### Clock distribution

The bar under the picture is 20 microns long.
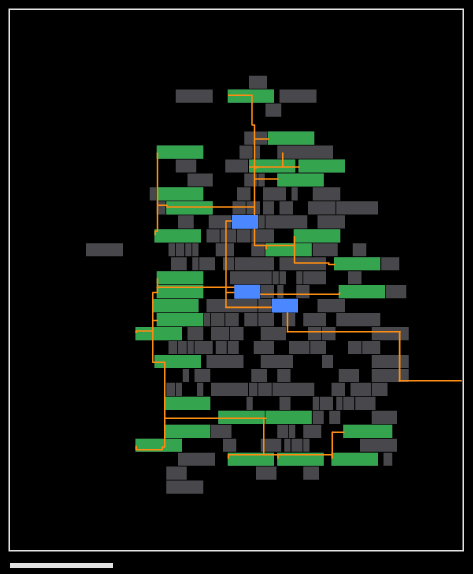
### Register map, names as in the netlist

The bar under the picture is 20 microns long. Other sequential cells in the stronger gray, the rest of the logic in the fainter gray.
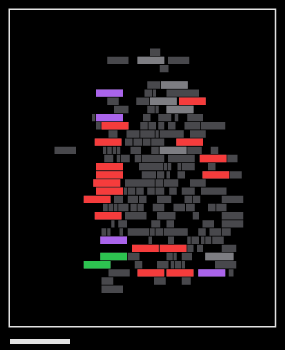
### Track usage over the die

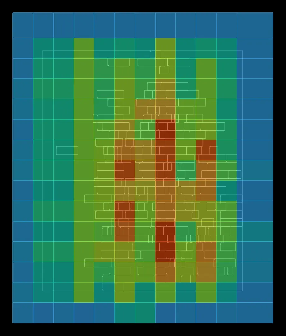
### Cells colored by class

The bar under the picture is 20 microns long.
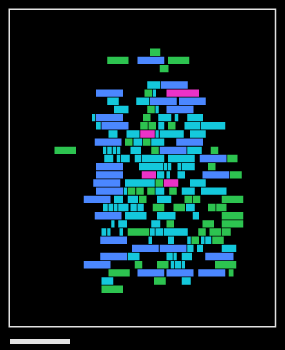
**src/rtl/adder_pkg.sv**
```systemverilog
// Shared constants and width helpers for the multi-channel accumulating adder.
package adder_pkg;

  localparam int SAT_WRAP    = 0;
  localparam int SAT_CLAMP   = 1;
  localparam int SUM_RST_VAL = 0;

  function automatic int calc_sum_w(input int width, input int guard);
    return width + guard;
  endfunction

  // A single-channel build still needs a 1-bit channel field.
  function automatic int calc_ch_w(input int num_ch);
    return (num_ch <= 1) ? 1 : $clog2(num_ch);
  endfunction

endpackage

```
**src/rtl/adder_accum_nch_if.sv**
```systemverilog
// Operand input stream and result output stream of the accumulating adder.
interface adder_accum_nch_if #(
  parameter int WIDTH = 2,
  parameter int CH_W  = 2,
  parameter int SUM_W = 4
);
  // Both streams: a beat transfers on a rising edge where valid && ready;
  // the producer holds valid and payload stable until it transfers.
  logic             in_valid;
  logic             in_ready;
  logic [CH_W-1:0]  in_ch;
  logic [WIDTH-1:0] in_data;
  logic             in_clr;
  logic             out_valid;
  logic             out_ready;
  logic [CH_W-1:0]  out_ch;
  logic [SUM_W-1:0] out_sum;
  logic             out_ovf;

  modport master (
    output in_valid, in_ch, in_data, in_clr, out_ready,
    input  in_ready, out_valid, out_ch, out_sum, out_ovf
  );

  modport slave (
    input  in_valid, in_ch, in_data, in_clr, out_ready,
    output in_ready, out_valid, out_ch, out_sum, out_ovf
  );
endinterface

```
**src/rtl/adder_sat_cell.sv**
```systemverilog
// Combinational unsigned add of an operand onto a sum, with optional clamping.
module adder_sat_cell
  import adder_pkg::*;
#(
  parameter int WIDTH    = 2,
  parameter int SUM_W    = 4,
  parameter int SATURATE = SAT_WRAP
) (
  input  logic [SUM_W-1:0] a,
  input  logic [WIDTH-1:0] b,
  output logic [SUM_W-1:0] sum,
  output logic             of
);

  logic [SUM_W:0] raw;

  always_comb begin
    raw = {1'b0, a} + {{(SUM_W + 1 - WIDTH){1'b0}}, b};
    of  = raw[SUM_W];
    if ((SATURATE == SAT_CLAMP) && of) begin
      sum = '1;
    end else begin
      sum = raw[SUM_W-1:0];
    end
  end

endmodule

```
**src/rtl/adder_accum_nch.sv**
```systemverilog
// Per-channel running sums with sticky overflow, fed and drained through
// valid/ready streams with a single registered result stage.
module adder_accum_nch
  import adder_pkg::*;
#(
  parameter int WIDTH    = 2,
  parameter int NUM_CH   = 4,
  parameter int GUARD    = 2,
  parameter int SATURATE = SAT_WRAP,
  parameter int CHECK    = 1
) (
  input logic              clk,
  input logic              rst_n,
  adder_accum_nch_if.slave bus
);

  localparam int SUM_W = calc_sum_w(WIDTH, GUARD);
  localparam int CH_W  = calc_ch_w(NUM_CH);

  logic [SUM_W-1:0] acc [NUM_CH];
  logic [NUM_CH-1:0] ovf_stk;

  logic             out_valid_q;
  logic [CH_W-1:0]  out_ch_q;
  logic [SUM_W-1:0] out_sum_q;
  logic             out_ovf_q;

  logic             accept;
  logic             upd;
  logic             ch_ok;
  logic [SUM_W-1:0] cur_acc;
  logic             cur_stk;
  logic [SUM_W-1:0] cell_a;
  logic [SUM_W-1:0] new_sum;
  logic             new_of;
  logic             new_stk;

  assign bus.in_ready  = !out_valid_q || bus.out_ready;
  assign bus.out_valid = out_valid_q;
  assign bus.out_ch    = out_ch_q;
  assign bus.out_sum   = out_sum_q;
  assign bus.out_ovf   = out_ovf_q;

  assign accept = bus.in_valid && bus.in_ready;
  assign upd    = accept && ch_ok;

  // Channel select by match so an out-of-range in_ch never indexes past acc.
  always_comb begin
    cur_acc = '0;
    cur_stk = 1'b0;
    ch_ok   = 1'b0;
    for (int i = 0; i < NUM_CH; i++) begin
      if (bus.in_ch == CH_W'(i)) begin
        cur_acc = acc[i];
        cur_stk = ovf_stk[i];
        ch_ok   = 1'b1;
      end
    end
  end

  assign cell_a  = bus.in_clr ? '0 : cur_acc;
  assign new_stk = (CHECK != 0) && ((!bus.in_clr && cur_stk) || new_of);

  adder_sat_cell #(
    .WIDTH    (WIDTH),
    .SUM_W    (SUM_W),
    .SATURATE (SATURATE)
  ) u_cell (
    .a   (cell_a),
    .b   (bus.in_data),
    .sum (new_sum),
    .of  (new_of)
  );

  always_ff @(posedge clk or negedge rst_n) begin
    if (!rst_n) begin
      for (int i = 0; i < NUM_CH; i++) begin
        acc[i] <= SUM_W'(SUM_RST_VAL);
      end
      ovf_stk     <= '0;
      out_valid_q <= 1'b0;
      out_ch_q    <= '0;
      out_sum_q   <= SUM_W'(SUM_RST_VAL);
      out_ovf_q   <= 1'b0;
    end else begin
      if (upd) begin
        for (int i = 0; i < NUM_CH; i++) begin
          if (bus.in_ch == CH_W'(i)) begin
            acc[i]     <= new_sum;
            ovf_stk[i] <= new_stk;
          end
        end
        out_valid_q <= 1'b1;
        out_ch_q    <= bus.in_ch;
        out_sum_q   <= new_sum;
        out_ovf_q   <= new_stk;
      end else if (out_valid_q && bus.out_ready) begin
        out_valid_q <= 1'b0;
      end
    end
  end

endmodule

```
**src/flat_wrapper.sv**
```systemverilog
// flat-port wrapper written by rule: the top's interface ports become plain ports
module adder_accum_nch_flat import adder_pkg::*;
#(
  parameter int WIDTH    = 2,
  parameter int NUM_CH   = 4,
  parameter int GUARD    = 2,
  parameter int SATURATE = SAT_WRAP,
  parameter int CHECK    = 1
)
  (clk, rst_n, bus_in_valid, bus_in_ch, bus_in_data, bus_in_clr, bus_out_ready, bus_in_ready, bus_out_valid, bus_out_ch, bus_out_sum, bus_out_ovf);
  adder_accum_nch_if #(.WIDTH(WIDTH), .CH_W(2), .SUM_W(4)) bus_i ();
  input logic clk;
  input logic rst_n;
  input wire logic [$bits(bus_i.in_valid)-1:0] bus_in_valid;
  input wire logic [$bits(bus_i.in_ch)-1:0] bus_in_ch;
  input wire logic [$bits(bus_i.in_data)-1:0] bus_in_data;
  input wire logic [$bits(bus_i.in_clr)-1:0] bus_in_clr;
  input wire logic [$bits(bus_i.out_ready)-1:0] bus_out_ready;
  output wire logic [$bits(bus_i.in_ready)-1:0] bus_in_ready;
  output wire logic [$bits(bus_i.out_valid)-1:0] bus_out_valid;
  output wire logic [$bits(bus_i.out_ch)-1:0] bus_out_ch;
  output wire logic [$bits(bus_i.out_sum)-1:0] bus_out_sum;
  output wire logic [$bits(bus_i.out_ovf)-1:0] bus_out_ovf;
  assign bus_i.in_valid = bus_in_valid;
  assign bus_i.in_ch = bus_in_ch;
  assign bus_i.in_data = bus_in_data;
  assign bus_i.in_clr = bus_in_clr;
  assign bus_i.out_ready = bus_out_ready;
  assign bus_in_ready = bus_i.in_ready;
  assign bus_out_valid = bus_i.out_valid;
  assign bus_out_ch = bus_i.out_ch;
  assign bus_out_sum = bus_i.out_sum;
  assign bus_out_ovf = bus_i.out_ovf;
  adder_accum_nch #(.WIDTH(WIDTH), .NUM_CH(NUM_CH), .GUARD(GUARD), .SATURATE(SATURATE), .CHECK(CHECK)) u_core (.clk(clk), .rst_n(rst_n), .bus(bus_i));
endmodule
```
**config.mk**
```make
export PLATFORM = sky130hd
export DESIGN_NAME = adder_accum_nch_flat
export DESIGN_NICKNAME = d
export VERILOG_FILES = /design/src/rtl/adder_pkg.sv /design/src/rtl/adder_accum_nch_if.sv /design/src/rtl/adder_sat_cell.sv /design/src/rtl/adder_accum_nch.sv /design/src/flat_wrapper.sv
export SDC_FILE = /design/constraint.sdc
export NUM_CORES = 1
export LEC_CHECK = 0
export ABC_AREA = 0
export CORE_ASPECT_RATIO = 1.25
export CORE_MARGIN = 10
export CORE_UTILIZATION = 25
export DETAILED_ROUTE_END_ITERATION = 6
export PLACE_DENSITY = 0.54
export SYNTH_ARGS = -nofsm -noshare
export SYNTH_HDL_FRONTEND = slang
export SYNTH_SLANG_ARGS = --single-unit
```
**constraint.sdc**
```tcl
create_clock -name clk -period 1.85 [get_ports clk]
set_clock_uncertainty 0.2 [all_clocks]
set_input_delay 0.555 -clock clk [delete_from_list [all_inputs] [get_ports clk]]
set_output_delay 0.555 -clock clk [all_outputs]
set_load 0.05 [all_outputs]
```
==> impl_results.html <==
<h3>Flow metrics</h3>
<table>
<tr><th>Metric</th><th>Value</th></tr>
<tr><th colspan="2">Clock network</th></tr>
<tr><td>Master cell of the clock root buffer</td><td>clkbuf_8</td></tr>
<tr><td>Clock slew at reported path FFs</td><td>100 ps</td></tr>
<tr><td>Maximum root-to-sink buffer count</td><td>2</td></tr>
<tr><td>H-Tree Level Count</td><td>1</td></tr>
<tr><td>Count of hold buffers inserted by post-cts repair</td><td>0</td></tr>
<tr><td>Sinks on Clock Net</td><td>28</td></tr>
<tr><td>Number of buffers created by CTS</td><td>3</td></tr>
<tr><td>Clock tree from TritonCTS</td><td>yes</td></tr>
<tr><th colspan="2">Layout</th></tr>
<tr><td>Relative area change from synthesis to final layout</td><td>50.0%</td></tr>
<tr><td>Top logic cells by instance count in the layout</td><td>dfrtp_1 (27), buf_4 (24), nand2_1 (14)</td></tr>
<tr><td>Diode count</td><td>0</td></tr>
<tr><td>Ratio of cells with drive above 1 in the final layout</td><td>0.494</td></tr>
<tr><th colspan="2">Logic synthesis</th></tr>
<tr><td>Post-Synthesis Mean Instance Area</td><td>12.0 sq um</td></tr>
<tr><td>Most used flip-flop cell after synthesis</td><td>dfrtp_1</td></tr>
<tr><td>Unique masters post-synth</td><td>39</td></tr>
<tr><td>Post-Synthesis Cell Area</td><td>0.00145 sq mm</td></tr>
<tr><td>Fraction of the yosys area taken by sequential cells</td><td>0.483</td></tr>
<tr><td>Leading post-synthesis cells by cell area</td><td>dfrtp_1 (48%), mux2_2 (5.4%), mux4_2 (4.7%), nand2_1 (3.6%), o31ai_2 (2.6%)</td></tr>
<tr><td>Post-synth top area cell</td><td>dfrtp_1</td></tr>
<tr><td>Number of storage elements in the synthesis netlist</td><td>28</td></tr>
<tr><td>Yosys Instances</td><td>121</td></tr>
<tr><td>Count of yosys warnings during synthesis</td><td>0</td></tr>
<tr><td>Area share of the largest cell type after synthesis</td><td>0.483</td></tr>
<tr><td>Number of flops mapped to enable cells by yosys</td><td>0</td></tr>
<tr><td>Post-Synthesis Cells</td><td>121</td></tr>
<tr><td>Yosys stat chip area</td><td>0.00145 sq mm</td></tr>
<tr><th colspan="2">Pwr</th></tr>
<tr><td>Cell leakage power</td><td>0.000972 uW</td></tr>
<tr><td>Peak ir drop on the vdd network</td><td>0.344 mV</td></tr>
<tr><td>Total Power</td><td>2300 uW</td></tr>
<tr><td>Power density normalized to cell area</td><td>1060 mW/mm^2</td></tr>
<tr><th colspan="2">Critical path</th></tr>
<tr><td>Top Family by Delay on Critical Path</td><td>multiplexers</td></tr>
<tr><td>Critical path cell sequence</td><td>mux4_2, nor2b_4, ha_4, inv_2, fa_2, inv_4, a31oi_4, o31ai_1</td></tr>
<tr><td>Signal arrival time at the worst endpoint</td><td>2110 ps</td></tr>
<tr><td>Type of destination of the critical path</td><td>flip-flop</td></tr>
<tr><td>Kind of launch point of the worst setup path</td><td>flip-flop</td></tr>
<tr><td>Startpoint-to-endpoint class of the critical path</td><td>reg2reg</td></tr>
<tr><td>Critical path's largest stage delay</td><td>470 ps</td></tr>
<tr><td>Endpoint required time on the critical path</td><td>1800 ps</td></tr>
<tr><td>Highest-delay cell along the critical path</td><td>mux4_2</td></tr>
<tr><td>Register-to-Register Path Depth</td><td>8</td></tr>
<tr><td>Cell depth of the worst setup path</td><td>8</td></tr>
<tr><td>Bufs and invs on worst path</td><td>2</td></tr>
<tr><td>Highest fanout seen on the critical path</td><td>5</td></tr>
<tr><th colspan="2">Die</th></tr>
<tr><td>Number of I/O pins</td><td>18</td></tr>
<tr><td>Cell row count</td><td>30</td></tr>
<tr><td>Die y size</td><td>105 microns</td></tr>
<tr><td>Overall die width</td><td>88.2 microns</td></tr>
<tr><td>Core area</td><td>0.00552 sq mm</td></tr>
<tr><td>Fraction of the core area occupied by cells at floorplan</td><td>0.263</td></tr>
<tr><th colspan="2">GRT</th></tr>
<tr><td>Total global routing track utilization</td><td>0.0801</td></tr>
<tr><td>Wire length of the first global-routing pass</td><td>6.09 mm</td></tr>
<tr><td>Initial antenna violation count</td><td>0</td></tr>
<tr><td>Via count of the first global-routing pass</td><td>1,222</td></tr>
<tr><td>Total overflow reported by the global router</td><td>0</td></tr>
<tr><th colspan="2">Timing</th></tr>
<tr><td>Number of max-slew violations in the final report</td><td>0</td></tr>
<tr><td>Worst Max-Slew Pin Slew</td><td>369 ps</td></tr>
<tr><td>Maximum clock frequency</td><td>464 MHz</td></tr>
<tr><td>Unrepaired setup endpoints after global routing</td><td>yes</td></tr>
<tr><td>Period Utilization, post-route</td><td>1.17</td></tr>
<tr><td>Final hold violation count</td><td>0</td></tr>
<tr><td>Final Worst Setup Slack</td><td>-305 ps</td></tr>
<tr><td>Headroom to the max-slew limit</td><td>0.754</td></tr>
<tr><td>Number of setup violations in the final report</td><td>20</td></tr>
<tr><th colspan="2">Outcome</th></tr>
<tr><td>Result of the run</td><td>finished with violations</td></tr>
<tr><td>Violations in the final reports</td><td>negative setup slack</td></tr>
<tr><th colspan="2">Min path</th></tr>
<tr><td>Hold/Removal Path Class</td><td>reg2reg</td></tr>
<tr><td>Worst hold path cell count</td><td>2</td></tr>
<tr><th colspan="2">Job</th></tr>
<tr><td>Number of maximum-capacitance violations</td><td>0</td></tr>
<tr><th colspan="2">Placed design</th></tr>
<tr><td>Worst slack, placed</td><td>-1120 ps</td></tr>
<tr><td>DP HPWL</td><td>2.80 mm</td></tr>
<tr><td>Final Wtd Congestion</td><td>0.821</td></tr>
<tr><th colspan="2">Drt</th></tr>
<tr><td>DR pass1 iterations</td><td>4</td></tr>
<tr><td>Number of violations reported at the end of detailed-routing iteration 0</td><td>59</td></tr>
<tr><td>Routed WL</td><td>3.62 mm</td></tr>
<tr><td>Number of vias after detailed routing</td><td>1,091</td></tr>
<tr><td>Vias per Instance</td><td>4.74</td></tr>
<tr><td>Wire length per cell</td><td>15.7 microns</td></tr>
<tr><td>Final ANT Viol Nets</td><td>0</td></tr>
</table>
-- 'Clock distribution' (at the start) --
legend:
  clock wires:
    color: orange
    length: 336 microns
  clock-net drivers:
    color: blue
    count: 3
  flip-flops:
    color: green
    count: 28
routed clock nets: 4

-- 'Register map, names as in the netlist' (at the start) --
legend:
  u_core.bus.out_sum:
    color: purple
    placed_flops: 4
  u_core.acc:
    color: red
    placed_flops: 16
    where: middle
  u_core.bus.out_ch:
    color: green
    placed_flops: 2
not colored: 6

-- 'Track usage over the die' (at the start) --
share of the core filled with cells: 0.395
met2 global-route usage: 0.151
met1 GRT Util: 0.0865
routing usage on met3: 0.0155

-- 'Cells colored by class' (at the start) --
legend:
  remaining logic cells:
    color: cyan
    cells: 86
    share_of_their_area: 38%
  registers:
    color: blue
    cells: 28
    share_of_their_area: 33%
  remaining buffers and delay cells:
    color: green
    cells: 48
    share_of_their_area: 25%
  clock drivers and dummy loads:
    color: magenta
    cells: 4
    share_of_their_area: 3.4%

synth_stat cells (2+ instances only):
library cell	n
mux4_2	3
nand2b_1	4
a31oi_1	4
a211o_1	2
nand2_1	14
nor2b_1	2
ha_1	2
o21ai_1	4
a21oi_1	2
inv_1	5
o21ai_0	4
a21o_1	2
mux2i_1	3
buf_2	3
nand4b_1	2
buf_6	2
dfrtp_1	28
nor2_1	6
mux2_2	7
o31ai_2	3
stage by stage:
stage,cells,hold WS [ps],TNS [ps],area (sq um),utilization
finish,230,294,-5110,2180,0.395
global route,230,306,-6430,2180,0.395
CTS,228,299,-5460,2130,0.385
detailed placement,217,275,-26250,1930,0.350
global placement,217,261,-25120,1930,0.350
floorplan,121,59.4,-11080,1480,-
registers in the layout, indices dropped and copies added (netlist names):
| register | flops |
|---|---|
| u_core.bus.out_sum | 4 |
| u_core.bus.out_ch | 2 |
| u_core.bus.out_valid | 1 |
| u_core.ovf_stk | 4 |
| u_core.bus.out_ovf | 1 |
| u_core.acc | 16 |
logic make-up after synthesis:
logic type	share of synthesized area
buf+inv	0.0465
compound gates	0.147
simple gates	0.159
xor+xnor	0.0112
fa+ha+maj	0.0310
flops	0.483
mux	0.122
timing repair:
| action | 4_1_cts | 5_1_grt |
|---|---|---|
| setup endpoints to repair | 28 | 26 |
| hold endpoints to repair | 0 | 0 |
| buffers inserted | 7 | 2 |
| pin swaps | 9 | 2 |
| gates cloned | 0 | 0 |
| gates resized | 33 | 8 |
path summary, 6_finish.rpt:
| kind | startpoint | endpoint | slack (ps) |
|---|---|---|---|
| min in group asynchronous | rst_n | u_core.bus.out_valid | 420 |
| max | u_core.acc[0] | u_core.ovf_stk[3] | -310 |
| min | u_core.acc[9] | u_core.acc[9] | 290 |
| min reg2reg | u_core.acc[9] | u_core.acc[9] | 290 |
| max in group asynchronous | rst_n | u_core.acc[1] | 870 |
| max reg2reg | u_core.acc[0] | u_core.ovf_stk[3] | -310 |
metal layers:
layer	wire length, microns	GRT usage	share of wire
met5	0	0	0
met4	23	0.0191	0.0064
met3	138	0.0155	0.038
met2	1980	0.151	0.55
met1	1480	0.0865	0.41
final cells by class:
| cell class | instances | area [sq um] | area share |
|---|---|---|---|
| clock buffers | 3 | 41.3 | 0.0190 |
| well taps | 64 | 80.1 | 0.0368 |
| clock inverters | 1 | 30.0 | 0.0138 |
| multi-input cells | 81 | 779 | 0.358 |
| flip-flops and latches | 28 | 702 | 0.322 |
| inverters | 5 | 21.3 | 0.00977 |
| repair buffers | 48 | 523 | 0.240 |
worst register-to-register path, stage by stage (launching register included):
cell	delay [ps]
dfrtp_1	400
mux4_2	470
nor2b_4	150
ha_4	160
inv_2	50
fa_2	200
inv_4	60
a31oi_4	230
o31ai_1	120
power by group:
group	internal [uW]	leakage [uW]	switching, uW	total (uW)
sequential	775	0.000345	113	888
combinational	499	0.000592	439	938
clock	290	0.0000357	189	478
Power and IR drop assume default switching activity.
